### config.mk
export PLATFORM = sky130hd
export DESIGN_NAME = jk_bank_using_t
export DESIGN_NICKNAME = d
export VERILOG_FILES = /design/src/rtl/jk_bank_using_t.sv
export SDC_FILE = /design/constraint.sdc
export NUM_CORES = 1
export LEC_CHECK = 0
export CAP_MARGIN = 10
export CELL_PAD_IN_SITES_DETAIL_PLACEMENT = 0
export CELL_PAD_IN_SITES_GLOBAL_PLACEMENT = 1
export CORE_MARGIN = 4
export CORE_UTILIZATION = 40
export CTS_CLUSTER_DIAMETER = 50
export DETAILED_ROUTE_END_ITERATION = 10
export PLACE_DENSITY_LB_ADDON = 0.1
export SLEW_MARGIN = 20
export SYNTH_ARGS = -nofsm -noshare
export SYNTH_HDL_FRONTEND = slang
export SYNTH_SLANG_ARGS = --single-unit
export TNS_END_PERCENT = 10
### constraint.sdc
create_clock -name clk -period 4.35 [get_ports clk]
set_input_delay 0.6525 -clock clk [delete_from_list [all_inputs] [get_ports clk]]
set_output_delay 0.6525 -clock clk [all_outputs]
set_load 0.01 [all_outputs]
### src/rtl/jk_bank_using_t.sv
`default_nettype none
// ============================================================================
// Module      : jk_bank_using_t
// Description : Bank of JK flip-flops built from toggle cells. Each accepted
//               JK command is converted to a toggle vector
//               T = (J & ~Q) | (K & Q) and applied on the following falling
//               edge. Reports the applied toggle vector, a done pulse and a
//               saturating count of toggled bits.
// Revision    : 1.0 - initial release
// ============================================================================
module jk_bank_using_t #(
    parameter int WIDTH = 4,
    parameter int CNT_W = 8
) (
    input  logic             clk,
    input  logic             reset,
    input  logic             clr,
    input  logic             cmd_valid,
    output logic             cmd_ready,
    input  logic [WIDTH-1:0] j,
    input  logic [WIDTH-1:0] k,
    output logic [WIDTH-1:0] q,
    output logic [WIDTH-1:0] t_vec,
    output logic             done,
    output logic [CNT_W-1:0] toggle_cnt
);

    // Counter arithmetic is carried out five bits wider than the counter so
    // the sum of a full counter and a full-width popcount never wraps.
    localparam int SUM_W = CNT_W + 5;
    localparam logic [SUM_W-1:0] CNT_MAX = {5'b0, {CNT_W{1'b1}}};

    typedef enum logic [0:0] {
        IDLE  = 1'b0,
        APPLY = 1'b1
    } state_t;

    state_t            state;
    state_t            state_next;
    logic [WIDTH-1:0]  j_r;
    logic [WIDTH-1:0]  k_r;
    logic [WIDTH-1:0]  t_next;
    logic [SUM_W-1:0]  pop_cnt;
    logic [SUM_W-1:0]  sum_wide;
    logic [CNT_W-1:0]  cnt_next;

    // FSM state register; clr forces the bank back to IDLE.
    always_ff @(negedge clk or negedge reset) begin
        if (!reset) begin
            state <= IDLE;
        end else begin
            state <= state_next;
        end
    end

    // Next-state decode and the ready handshake, which is pure state decode.
    always_comb begin
        state_next = state;
        cmd_ready  = 1'b0;
        case (state)
            IDLE: begin
                cmd_ready = 1'b1;
                if (cmd_valid) state_next = APPLY;
            end
            APPLY: begin
                state_next = IDLE;
            end
            default: state_next = IDLE;
        endcase
        if (clr) state_next = IDLE;
    end

    // Toggle vector from the latched JK pair and the current bank state,
    // plus the saturated counter value it would produce.
    always_comb begin
        t_next  = (j_r & ~q) | (k_r & q);
        pop_cnt = '0;
        for (int i = 0; i < WIDTH; i++) begin
            pop_cnt = pop_cnt + {{(SUM_W-1){1'b0}}, t_next[i]};
        end
        sum_wide = {5'b0, toggle_cnt} + pop_cnt;
        cnt_next = (sum_wide > CNT_MAX) ? CNT_MAX[CNT_W-1:0] : sum_wide[CNT_W-1:0];
    end

    // Datapath: latch JK on acceptance, apply toggles in APPLY, clear on clr.
    always_ff @(negedge clk or negedge reset) begin
        if (!reset) begin
            j_r        <= '0;
            k_r        <= '0;
            q          <= '0;
            t_vec      <= '0;
            done       <= 1'b0;
            toggle_cnt <= '0;
        end else if (clr) begin
            q          <= '0;
            t_vec      <= '0;
            done       <= 1'b0;
            toggle_cnt <= '0;
        end else begin
            done <= 1'b0;
            if (state == IDLE && cmd_valid) begin
                j_r <= j;
                k_r <= k;
            end
            if (state == APPLY) begin
                q          <= q ^ t_next;
                t_vec      <= t_next;
                done       <= 1'b1;
                toggle_cnt <= cnt_next;
            end
        end
    end

endmodule
`default_nettype wire

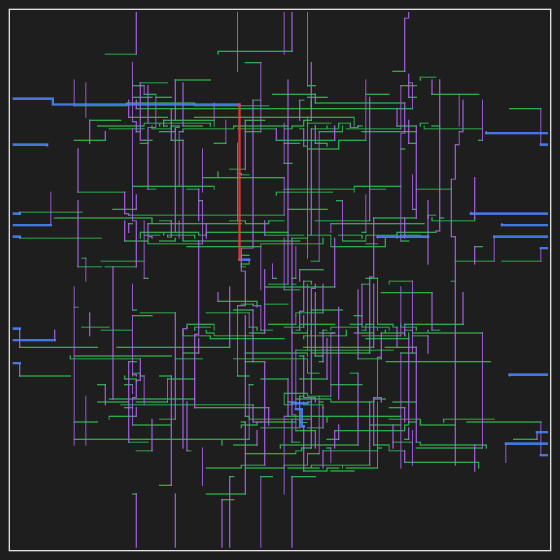
Fig. 1. Metal layers overlaid (run 1).
metal 2: drawn in purple, wire length 1190 µm. metal 4: drawn in red, wire length 18.4 µm. metal 3: drawn in blue, wire length 95.1 µm. metal 1: drawn in green, wire length 1210 µm.
routed length per placed instance: 13.49 µm
Tot GR Track Use: 14.24%

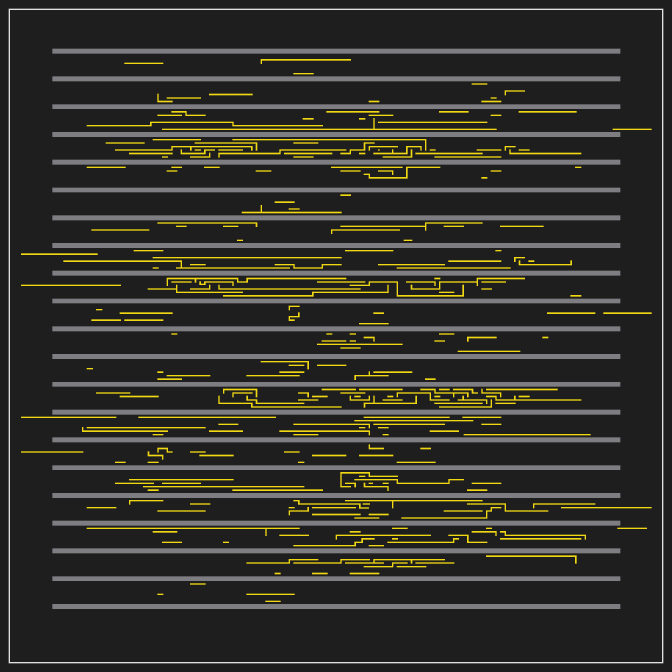
Fig. 2. M1 wires (run 1).
Supply wires on this layer in grey.
The wires run mostly horizontal. The longest straight run is 32.7 µm.

==> GITHUB_STEP_SUMMARY, run 1 <==
### Metrics collected by this job

| Metric | Value |
|---|---|
| Top cell category | sequential cells |
| Status | finished, final reports clean |
| Syn Area/Cell | 11.35 µm² |
| Die width | 63.87 µm |
| Top Ports | 30 |
| Max-slew headroom | 78.31% |
| Setup violators final | 0 |
| Global route total overflow | 0 |
| Reg clk slew, reported paths | 0.10 ns |
| Logic cell area | 555.5 µm² |
| Tap Count | 44 |
| Routed Antenna Nets | 0 |
| Floorplan Nets | about 130 |
| Number of remaining DRC errors | 0 |
| Register share of the cell area | 39.73% |
| Max layer used | met4 |
| Yosys aoi share | 14.13% |
| Post-Route Skew | between 0.002 and 0.003 ns |
| Critical path launch point | toggle_cnt[5]$_DFFE_NN0P_ |
| Simple-gate share of the synthesized area | roughly 16% |
| Top cells, area | dfrtn_1 52%, mux2_2 8.1%, fa_1 4.8% |
| Commonest Layout Cell | clkdlybuf4s50_1 |
| XOR-XNOR Cells, Area Fraction | 0% |
| First-pass GRT wire length | 4650 µm |
| Synth Warn # | 0 |
| CP Depth | 1 |
| Fill cells | 267 |
| Row count | 20 |
| Worst Hold End | j_r[2]$_DFFE_NN0P_ |
| M2 GR Usage | 23.10% |
| Clk Tree Root Cell | clkbuf_4 |
| Setup bufs post-CTS | 0 |
| Max Slew Vio Count | 0 |
| Crit. End Element | output pin |
| Flops out of synthesis | 26 |
| Slowest CP cell | clkdlybuf4s50_1 |
| Adder share | under 10% |
| Initial core utilization | between 40% and 50% |
| GRT busiest layer | met2 |
| Crit path cell chain | clkdlybuf4s50_1 |
| Met2 WL | 1187 µm |
| Seq. cell area | around 650 µm² |
| Yosys stat cell total | 110 |
| Log Warnings | 26 |
| # clk buffers | 3 |
| DR iter-0 viols | 28 |
| Antenna cells | 0 |
| Die Ht | 63.87 µm |
| Cell family with most CP delay | buffers and inverters |
| Initial antenna violation count | 0 |
| Pwr dens | 361.7 nW/µm² |
| Setup Slack @ Placement | 0.1766 ns |
| Die ar. | 4079 µm² |
| Yosys stat area | ~1200 µm² |
| Leakage | between 0.0006 and 0.0007 µW |
| Bufs w/o clock | 33 |
| Synthesized area | 1249 µm² |
| Final Power | 592.5 µW |
| CTS tree | yes |
| Post-CTS sizing | 0 |
| Non-clock buffer share of cell area | 19.56% |
| Top logic family | simple AND/OR/NAND/NOR gates |
| Cells after Synth | between 100 and 150 |
| #MultiIn Comb | 78 |
| Signal inverters | 1 |
| Met3 WL | 95 µm |
| Cell taking the most area after synthesis | dfrtn_1 |
| Most frequent cells in the layout | 29 x clkdlybuf4s50_1, 26 x dfrtn_1, 12 x nand2_1 |
| Pin count of the biggest net entering global routing | 27 |
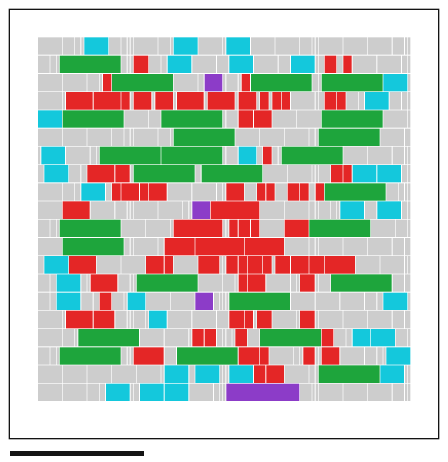
Fig. 3. Cells coloured by class (run 1).
Scale bar: 20 µm. Fill, decap, tap and diode cells in grey.
clock drivers and dummy loads: drawn in purple, cells 4, share of their area 3.3%. flops: drawn in green, cells 26, share of their area 41%. combinational and other logic: drawn in red, cells 79, share of their area 35%. other buffers and delay cells: drawn in cyan, cells 33, share of their area 20%.

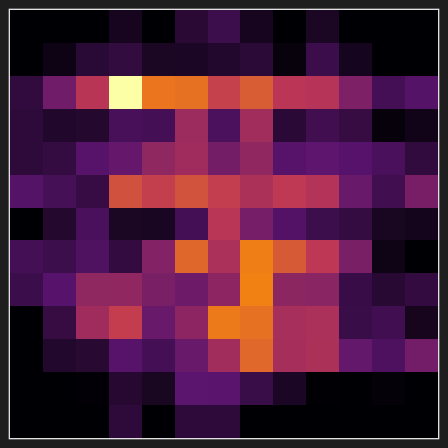
Fig. 4. Routed metal per tile (run 1).
13 x 13 tiles, from black (low) to pale yellow (high), scaled to the fullest tile. Values are wire area over tile area, all layers added.
20% of the tiles are nearly empty. The fullest tile reaches 0.42. 11% of the tiles are over half the peak. The densest ninth of the die: centre.
DR vias: 929
WL final: 2509 µm

run 1: sequential cells by signal (all words and copies together), names as in the netlist:
register / count
done: 1
j_r: 4
k_r: 4
q: 4
state: 1
t_vec: 4
toggle_cnt: 8
run 1: report_power, final:
| part | internal [µW] | total, µW | switching, µW |
|---|---|---|---|
| Combinational | 73.4 | 141 | 67.9 |
| Clock | 93.2 | 169 | 75.5 |
| Sequential | 266 | 282 | 16.1 |
| Total | 433 | 592 | 160 |
run 1: per-stage QoR:
step	hold slack (ns)	cells	cell area, µm²
final	0.4529	186	1638
after global routing	0.4805	186	1638
after CTS	0.4584	186	1638
after detailed placement	0.4560	182	1585
after global placement	0.4426	182	1585
after floorplan	0.4330	110	1249
==> run 2, diff against run 1 <==
Settings changed: CORE_UTILIZATION 40 to 35, TNS_END_PERCENT 10 to not set.
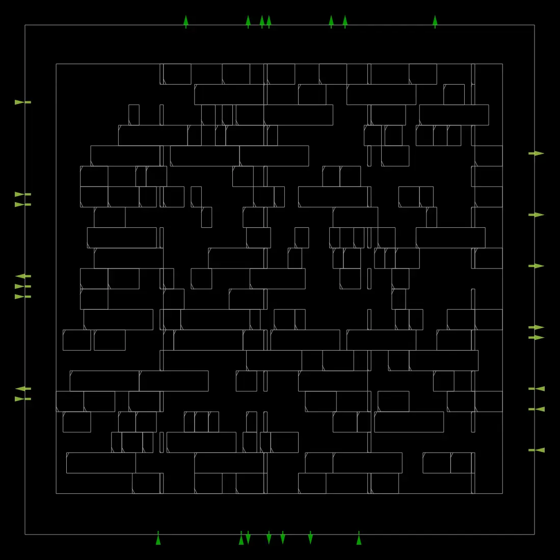
Fig. 5. Placed standard cells (run 2).
Fill cells: 308
row count: 21
Tap Count: 46
register share of the cell area: 40.06%

==> run 2 against run 1 <==
Compared with the run above: non-clock buffer count is the same; highest routed layer unchanged; routed wire length grew 2.6%; die size grew 12%; clock power shrank 26%; largest cell class unchanged; critical endpoint is now toggle_cnt[4]; sequential share of layout area grew 0.34 points; cell area shrank 0.84%.
==> GITHUB_STEP_SUMMARY, run 2 <==
### Metrics collected by this job

| Metric | Value |
|---|---|
| Post-Layout Inst Area | 1624 µm² (-0.84%) |
| Post-Route Skew | 0.002516 ns (-0.0004365 ns) |
| Post-CTS sizing | 0 (unchanged) |
| Flop count | 26 |
| Met2 WL | 1229 µm (+3.5%) |
| Synthesized area | 1249 µm² (unchanged) |
| Max layer used | met4 |
| Top cells, area | dfrtn_1 52%, mux2_2 8.1%, fa_1 4.8% |
| Seq. cell area | 650.6 µm² (unchanged) |
| Worst setup path end | toggle_cnt[4] |
| Asr flop ratio synth | 100.0% |
| P_clk | 125 µW (-26%) |
| Log Warnings | 26 (unchanged) |
| CTS tree | yes |
| Crit path cell chain | clkdlybuf4s50_1 |
| Top cell category | sequential cells |
| Global route total overflow | 0 (unchanged) |
| Max reg flops | 8 (unchanged) |
| Flops out of synthesis | 26 (unchanged) |
| Cells after Synth | 110 (unchanged) |
| Clk Tree Root Cell | clkbuf_4 |
| Final Hold Slack | 0.4473 ns (-0.005592 ns) |
| Bufs w/o clock | 33 (unchanged) |
| Netlist cell types | 32 |
| Die ar. | 4587 µm² (+12%) |
| Max Slew Vio Count | 0 (unchanged) |
| P_int | 391.3 µW (-9.6%) |
| Routed length per placed instance | 13.69 µm (+1.5%) |
| Critical R2R Launch | q[0]$_DFFE_NN0P_ |
| Number of remaining DRC errors | 0 (unchanged) |
| Worst Hold End | j_r[2]$_DFFE_NN0P_ |
| Pwr dens | 337.5 nW/µm² (-6.7%) |
| Flop+latch power | 282 µW (about the same) |
| Comb power | 141 µW (about the same) |
| Max-slew headroom | 77.39% (-0.92 points) |
| Pin count of the biggest net entering global routing | 27 (unchanged) |
| Reg clk slew, reported paths | 0.10 ns (about the same) |
| Yosys stat cell total | 110 (unchanged) |
| Tot GR Track Use | 12.85% (-1.4 points) |
| Met3 WL | 98 µm (+3.2%) |
| Routed Antenna Nets | 0 (unchanged) |
| Die Ht | 67.73 µm (+6.0%) |
| Worst path max stage delay | 0.58 ns |
| Logic cell area | 555.5 µm² (unchanged) |
| Syn Area/Cell | 11.35 µm² (unchanged) |
| Setup violators final | 0 (unchanged) |
| Signal inverters | 1 (unchanged) |
| Initial antenna violation count | 0 (unchanged) |
| Slowest CP cell | clkdlybuf4s50_1 |
| Crit. End Element | output pin |
| Top Ports | 30 (unchanged) |
| Combinational share of power | 25.8% (+1.9 points) |
| Ys flop type | dfrtn_1 |
| Antenna cells | 0 (unchanged) |
| CP Depth | 1 (unchanged) |
| Clock Power Share | 22.7% (-5.8 points) |
| Switching power | 156.9 µW (-1.7%) |
| #MultiIn Comb | 78 (unchanged) |
| Met1 GRT Util | 18.18% |
| Cell family with most CP delay | buffers and inverters |
| Status | finished, final reports clean |
| Layout area overhead | 30.06% |
| Non-clock buffer share of cell area | 19.72% (+0.17 points) |
| Hold Crit Class | register to register |
| Top Consumer | sequential cells |
| Placed Instance Area | 1588 µm² (+0.16%) |
| Die width | 67.73 µm (+6.0%) |
| DR iter-0 viols | 27 (-3.6%) |
| Yosys stat area | 1249 µm² (unchanged) |
| Cell taking the most area after synthesis | dfrtn_1 |
| Buffers from clock root to sink, at most | 2 |
| # clk buffers | 4 (+1) |
| Setup bufs post-CTS | 0 (unchanged) |
| Sequential Power Share | 51.5% (+3.8 points) |
| Final Power | 548.1 µW (-7.5%) |
| Buf/Inv on CP | 1 |
| Synth Warn # | 0 (unchanged) |
| Critical path launch point | toggle_cnt[4]$_DFFE_NN0P_ |
| M2 GR Usage | 19.68% (-3.4 points) |
| GRT busiest layer | met2 |
| Leakage | 0.0006876 µW (-1.0%) |
| Most frequent cells in the layout | 29 x clkdlybuf4s50_1, 26 x dfrtn_1, 12 x nand2_1 |
| Largest Register | toggle_cnt |
| Sw frac | 28.62% (+1.7 points) |
| Floorplan Nets | 126 (unchanged) |
| First-pass GRT wire length | 4409 µm (-5.2%) |
| Worst R2R Setup Slack | 1.46 ns |
| Commonest Layout Cell | clkdlybuf4s50_1 |
| Initial core utilization | 36.84% (-4.4 points) |
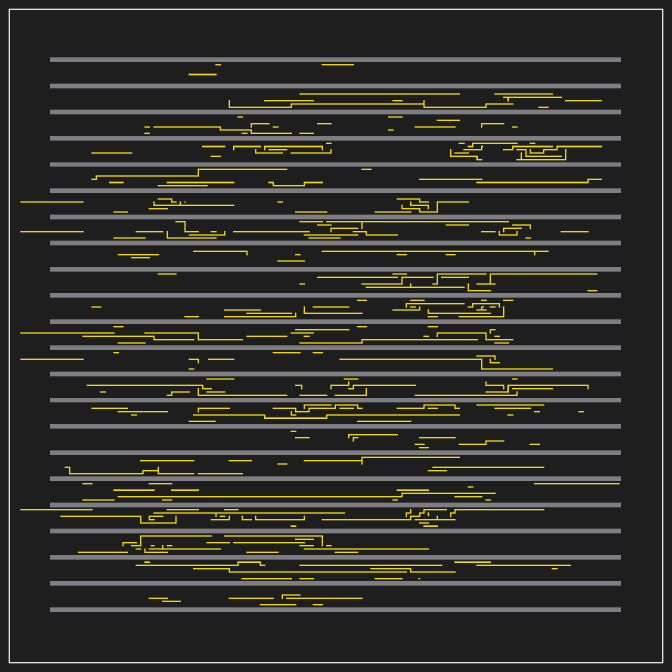
Fig. 6. M1 wires (run 2).
Supply wires on this layer in grey.
The layer carries 1230 µm of wire. The layer holds 48% of the routed length. The wires run mostly horizontal. 135 nets have wire on it.
WL final: 2573 µm
DR vias: 915

-- run 2: cell counts after synthesis --
Identical to the previous run, type by type.
-- run 2: logic make-up (layout without fill, tap and decap cells) --
group	count (synthesis)	in the layout	synth area share, %
flops	26	26	52.10
simple gates	39	39	16.43
compound gates	26	26	14.13
mux	9	9	8.116
fa+ha+maj	4	4	5.812
buf+inv	6	38	3.406
-- run 2: stage by stage --
| step | setup slack [ns] | util [%] | cells |
|---|---|---|---|
| 2_1_floorplan | 0.5997 | - | 110 |
| 3_3_place_gp | 0.2040 | 46.84 | 184 |
| 3_5_place_dp | 0.1717 | 46.84 | 184 |
| 4_1_cts | 0.07827 | 47.91 | 188 |
| 5_1_grt | 0.006611 | 47.91 | 188 |
| 6_report | 0.09191 | 47.91 | 188 |
Power and IR drop assume default switching activity.
